$ cat src/rtl/key_step_conditioner.sv
// Push-button synchroniser/debouncer with a glitch-free single-step clock
// and optional auto-repeat derived from key 0.
module key_step_conditioner #(
  parameter int unsigned NKEYS         = 4,
  parameter int unsigned DEB_CYCLES    = 1000000,
  parameter int unsigned STEP_WIDTH    = 8,
  parameter int unsigned REPEAT_DELAY  = 25000000,
  parameter int unsigned REPEAT_PERIOD = 5000000
) (
  input  logic             CLOCK_50,
  input  logic             SYS_rst,
  input  logic [NKEYS-1:0] key_n,
  input  logic             step_en,
  output logic [NKEYS-1:0] key_level,
  output logic [NKEYS-1:0] key_press,
  output logic [NKEYS-1:0] key_release,
  output logic             step_clk,
  output logic [15:0]      step_count
);

  localparam int unsigned DW     = $clog2(DEB_CYCLES);
  localparam int unsigned TMAX_A = (REPEAT_DELAY > REPEAT_PERIOD) ? REPEAT_DELAY : REPEAT_PERIOD;
  localparam int unsigned TMAX   = (TMAX_A > STEP_WIDTH) ? TMAX_A : STEP_WIDTH;
  localparam int unsigned TW     = $clog2(TMAX) + 1;

  typedef enum logic [1:0] {
    IDLE        = 2'd0,
    PULSE       = 2'd1,
    WAIT_DELAY  = 2'd2,
    WAIT_PERIOD = 2'd3
  } state_e;

  logic [NKEYS-1:0]         sync1_q, sync2_q;
  logic [NKEYS-1:0]         level_q, level_d;
  logic [NKEYS-1:0]         press_q, press_d;
  logic [NKEYS-1:0]         release_q, release_d;
  logic [NKEYS-1:0][DW-1:0] cnt_q, cnt_d;

  state_e        state_q, state_d;
  logic [TW-1:0] tmr_q, tmr_d;
  logic          first_q, first_d;
  logic          step_clk_q, step_clk_d;
  logic [15:0]   step_count_q, step_count_d;
  logic          hold_ok;

  always_ff @(posedge CLOCK_50) begin
    if (!SYS_rst) begin
      sync1_q      <= '0;
      sync2_q      <= '0;
      level_q      <= '0;
      press_q      <= '0;
      release_q    <= '0;
      cnt_q        <= '0;
      state_q      <= IDLE;
      tmr_q        <= '0;
      first_q      <= 1'b0;
      step_clk_q   <= 1'b1;
      step_count_q <= '0;
    end else begin
      sync1_q      <= ~key_n;
      sync2_q      <= sync1_q;
      level_q      <= level_d;
      press_q      <= press_d;
      release_q    <= release_d;
      cnt_q        <= cnt_d;
      state_q      <= state_d;
      tmr_q        <= tmr_d;
      first_q      <= first_d;
      step_clk_q   <= step_clk_d;
      step_count_q <= step_count_d;
    end
  end

  // Debounce: accept a change only after DEB_CYCLES consecutive differing samples.
  always_comb begin
    level_d   = level_q;
    press_d   = '0;
    release_d = '0;
    cnt_d     = cnt_q;
    for (int i = 0; i < int'(NKEYS); i++) begin
      if (sync2_q[i] == level_q[i]) begin
        cnt_d[i] = '0;
      end else if (cnt_q[i] == DW'(DEB_CYCLES - 1)) begin
        cnt_d[i]     = '0;
        level_d[i]   = ~level_q[i];
        press_d[i]   = ~level_q[i];
        release_d[i] = level_q[i];
      end else begin
        cnt_d[i] = cnt_q[i] + DW'(1);
      end
    end
  end

  assign hold_ok = level_q[0] && step_en;

  // Step FSM: one pulse per press, then optional delayed auto-repeat while held.
  always_comb begin
    state_d      = state_q;
    tmr_d        = tmr_q;
    first_d      = first_q;
    step_count_d = step_count_q;
    case (state_q)
      IDLE: begin
        if (press_q[0]) begin
          state_d = PULSE;
          first_d = 1'b1;
          tmr_d   = '0;
        end
      end
      PULSE: begin
        if (tmr_q == TW'(STEP_WIDTH - 1)) begin
          tmr_d        = '0;
          step_count_d = step_count_q + 16'd1;
          if (hold_ok) state_d = first_q ? WAIT_DELAY : WAIT_PERIOD;
          else         state_d = IDLE;
        end else begin
          tmr_d = tmr_q + TW'(1);
        end
      end
      WAIT_DELAY, WAIT_PERIOD: begin
        if (!hold_ok) begin
          state_d = IDLE;
          tmr_d   = '0;
        end else if ((state_q == WAIT_DELAY  && tmr_q == TW'(REPEAT_DELAY - 1)) ||
                     (state_q == WAIT_PERIOD && tmr_q == TW'(REPEAT_PERIOD - 1))) begin
          state_d = PULSE;
          first_d = 1'b0;
          tmr_d   = '0;
        end else begin
          tmr_d = tmr_q + TW'(1);
        end
      end
      default: begin
        state_d = IDLE;
        tmr_d   = '0;
      end
    endcase
    step_clk_d = (state_d != PULSE);
  end

  assign key_level   = level_q;
  assign key_press   = press_q;
  assign key_release = release_q;
  assign step_clk    = step_clk_q;
  assign step_count  = step_count_q;

endmodule

$ cat config.mk
export PLATFORM = sky130hd
export DESIGN_NAME = key_step_conditioner
export DESIGN_NICKNAME = d
export VERILOG_FILES = /design/src/rtl/key_step_conditioner.sv
export SDC_FILE = /design/constraint.sdc
export NUM_CORES = 1
export LEC_CHECK = 0
export ABC_AREA = 1
export CORE_UTILIZATION = 30
export DETAILED_ROUTE_END_ITERATION = 10
export SYNTH_ARGS = -nofsm -noshare
export SYNTH_HDL_FRONTEND = slang
export SYNTH_SLANG_ARGS = --single-unit
export TNS_END_PERCENT = 10
$ cat constraint.sdc
create_clock -name CLOCK_50 -period 3.35 [get_ports CLOCK_50]
set_clock_uncertainty 0.1 [all_clocks]
set_input_delay 0.67 -clock CLOCK_50 [delete_from_list [all_inputs] [get_ports CLOCK_50]]
set_output_delay 0.67 -clock CLOCK_50 [all_outputs]
set_load 0.03 [all_outputs]
Fig. 1: run 1, power grid
Bar = 50 um. Pins as bars on the die edge. Tap cells in grey.
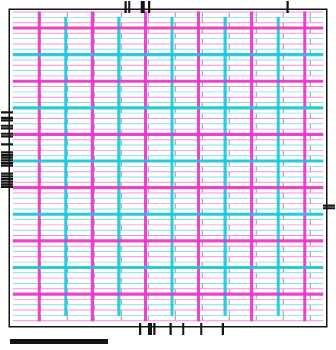
net	colour
VDD	cyan
VSS	magenta
tap cells	330
met5 straps	11
rows	58
met4 straps	11
Worst VDD drop: 0.239 mV
chip width: 162 um

Fig. 2: run 1, cells coloured by class
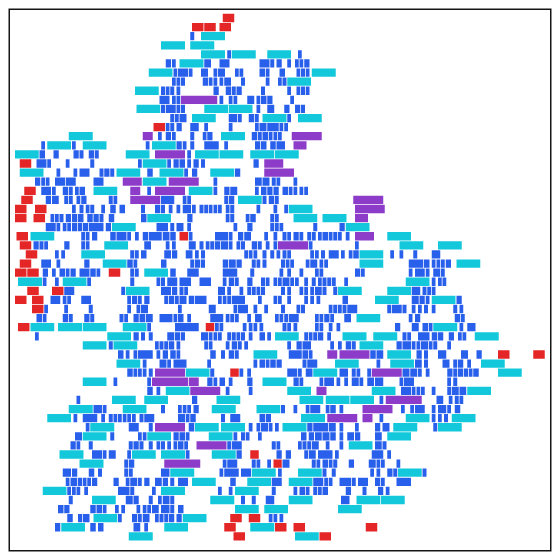
class	colour	cells	share of their area
clock drivers and dummy loads	purple	32	7.8%
other buffers and delay cells	red	40	4.5%
combinational and other logic	blue	970	54%
flops	cyan	146	34%
Util after Layout: 35.9%
Seq area share: 32.5%
area of the core: 25000 um^2
placement row count: 58
post-route cell area: 8980 um^2

Fig. 3: run 1, clock distribution
Bar = 50 um.
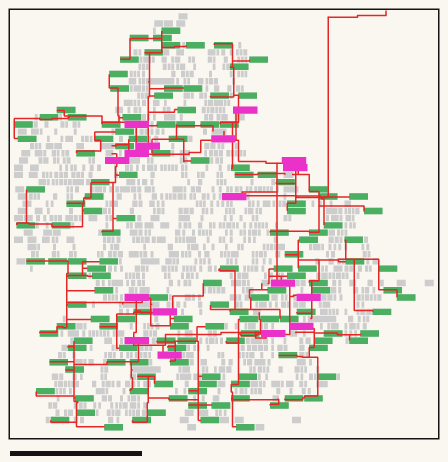
[clock drivers] magenta | count: 17
[flip-flops] green | count: 146
[clock wires] red | length: 2010 um
routed clock nets	18
Clk power: 2140 uW
Clk pwr share: 54.5%

==> impl_metrics.json, run 1 <==
{
  "netlist_top_cells_count": "nand2_1, nor2_1, dfxtp_1",
  "nClkBuffers": 17,
  "top_area_cell": "dfxtp_1",
  "slew_violations": 0,
  "critPathRequiredTime_ns": 2.58,
  "netlist_area_um2": 7630,
  "ys_sh_xor_pct": 4.59,
  "tool_warnings": 26,
  "hold_buffers": 0,
  "ys_sh_adder_pct": 0.983,
  "portBuffers": 35,
  "chip_area_um2": 26100,
  "finalSetupTns_ns": 0,
  "slowest_stage": "clkdlybuf4s50_1",
  "dp.cells": 1486,
  "max_stage_delay_ns": 0.73,
  "diodes": 0,
  "p_leak_uw": 0.00324,
  "yosys_area_um2": 7630,
  "dominant_cells": "combinational gates",
  "maxPowerGroup": "the clock network",
  "logic_gate_count": 830,
  "p_sw_uw": 877,
  "cpLargestDelayFamily": "buffers and inverters",
  "sh_comb_area_pct": 45.3,
  "grt_pass1_vias": 6462,
  "antenna_left": 0,
  "post_cts_resized": 0,
  "lay_top_count": "nand2_1",
  "internal-power_uw": 3040,
  "reg2reg_slack_ns": 1.24,
  "path_clk_slew_ns": 0.07,
  "period_used_pct": 71.0,
  "worstPathCellList": "clkdlybuf4s50_1",
  "cp_max_fo": 7,
  "area_growth_pct": 17.7,
  "pg_comb_uw": 41.6,
  "critPathLaunchType": "register",
  "max_freq_mhz": 420,
  "hold_ws_ns": 0.321,
  "routed_wl_um": 17400,
  "crit_type": "reg2out",
  "logic_area_um2": 4070,
  "crit_start": "step_count[2]",
  "hold_path.class": "reg2reg",
  "drt_iter0_drc": 379,
  "synth-seq-cells": 146,
  "clock_area_share_pct": 7.45,
  "crit_arrival_ns": 1.61,
  "path_buffers": 1,
  "cts_tree": "built",
  "async_reset_ff_share_pct": 0,
  "switching_share_pct": 22.4,
  "finalPower_uw": 3920,
  "nWellTaps": 330,
  "flops": 146,
  "worst_pin_slew_ns": 0.593,
  "max_flop_register": "cnt_q",
  "grt_overflow_total": 0,
  "fp-utilization_pct": 30.5,
  "status": "complete, no violations",
  "hold_violations": 0,
  "placed_area_um2": 8320
}
-- run 1: worst min path at each step --
stage | start | to | cells past startpoint
final | sync1_q[0] | sync2_q[0] | 2
after CTS | sync1_q[1] | sync2_q[1] | 2
after floorplan | sync1_q[0] | sync2_q[0] | 2
after global routing | sync1_q[1] | sync2_q[1] | 2
after detailed placement | sync1_q[3] | sync2_q[3] | 2
after global placement | sync1_q[3] | sync2_q[3] | 2
-- run 1: per-layer routing --
layer | GRT usage (%) | part of all wire, % | vias to the layer above
met5 | 0 | 0 | -
met4 | 3.73 | 0.94 | 0
met3 | 2.62 | 2.9 | 9
met2 | 22.9 | 46 | 93
met1 | 18.3 | 50 | 3120
li1 | - | - | 3699
--- run 2 (diff from run 1) ---
- clock period: 3.35 -> 2.34 ns (I/O delays scaled with it)
==> impl_metrics.json, run 2 <==
{
  "status": "complete, no violations",
  "async_reset_ff_share_pct": 0,
  "busiest_layer": "met2",
  "ys_sh_adder_pct": 0.983,
  "area_growth_pct": 17.8,
  "dominant_cells": "combinational gates",
  "wl_met2_um": 8150,
  "hold_depth": 2,
  "max_stage_delay_ns": 0.75,
  "crit_type": "reg2out",
  "nWellTaps": 330,
  "placed_area_um2": 8370,
  "fp-utilization_pct": 30.5,
  "routed_wl_um": 17700,
  "crit_start": "key_press[0]",
  "portBuffers": 35,
  "p_leak_uw": 0.00325,
  "core-area_um2": 25000,
  "cts_tree": "built",
  "drt-met1-wl_um": 8620,
  "netlist_area_um2": 7630,
  "slew_violations": 0,
  "period_used_pct": 92.7,
  "max_flop_register": "cnt_q",
  "use_met2_pct": 24.0,
  "path_clk_slew_ns": 0.06,
  "logic_area_um2": 4070,
  "post_cts_resized": 0,
  "worstPathCellList": "clkdlybuf4s50_1",
  "dp.cells": 1493,
  "cp_max_fo": 3,
  "grt_overflow_total": 0,
  "chip_area_um2": 26100,
  "worstHoldStart": "sync1_q[3]",
  "flops": 146,
  "path_buffers": 1,
  "yosys_area_um2": 7630,
  "grt_pass1_vias": 6567,
  "dieWidth_um": 162,
  "netlist_top_cells_count": "nand2_1, nor2_1, dfxtp_1"
}
run 2: cell count changes in the layout (fill, tap and decap cells not counted), sizes merged:
cell      before  now
clkinv         5    4
inv          146  144
clkbuf        17   20
bufinv         4    3
buf            5   12
clkinvlp       0    1
run 2: power by group:
| group | leakage (uW) | total, uW | internal, uW | switching, uW |
|---|---|---|---|---|
| Sequential | 0.00118 | 2500 | 2490 | 3.94 |
| Combinational | 0.00177 | 61.6 | 20.3 | 41.3 |
| Clock | 0.000305 | 2860 | 1760 | 1100 |
| Total | 0.00325 | 5420 | 4270 | 1150 |
run 2: stage by stage:
stage	setup TNS, ns	setup WS (ns)	total power, uW
after floorplan	0	0.597	2590
after global placement	-0.0357	-0.0357	2620
after detailed placement	-0.0407	-0.0328	2620
after CTS	0	0.132	5510
after global routing	0	0.0861	5640
final	0	0.171	5420
Fig. 4: run 2, clock nets
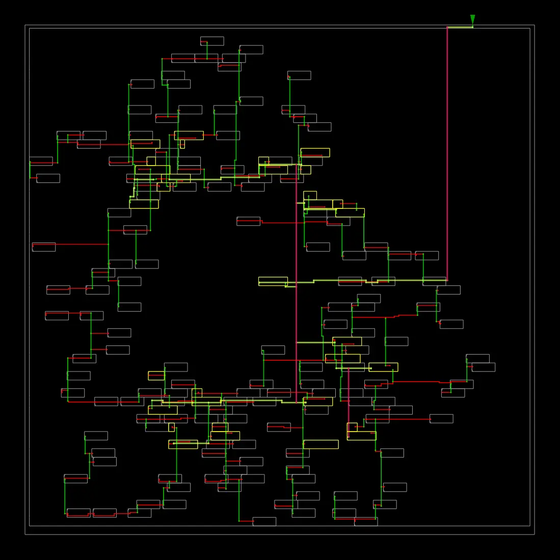
clkbuf count: 20
total CTS buffers: 17
CTS Sinks: 146

Fig. 5: run 2, power grid
Bar = 50 um. Pins as bars on the die edge. Tap cells in grey.
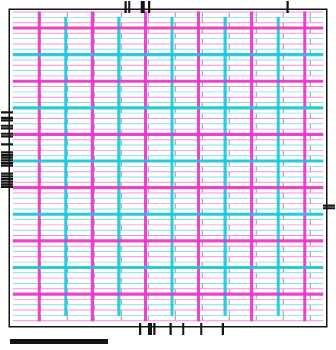
net	colour
VSS	magenta
VDD	cyan
met1 rails	59
met4 straps	11
signal pins	36
Worst VDD drop: 0.357 mV
die height: 162 um

Power and IR drop assume default switching activity.
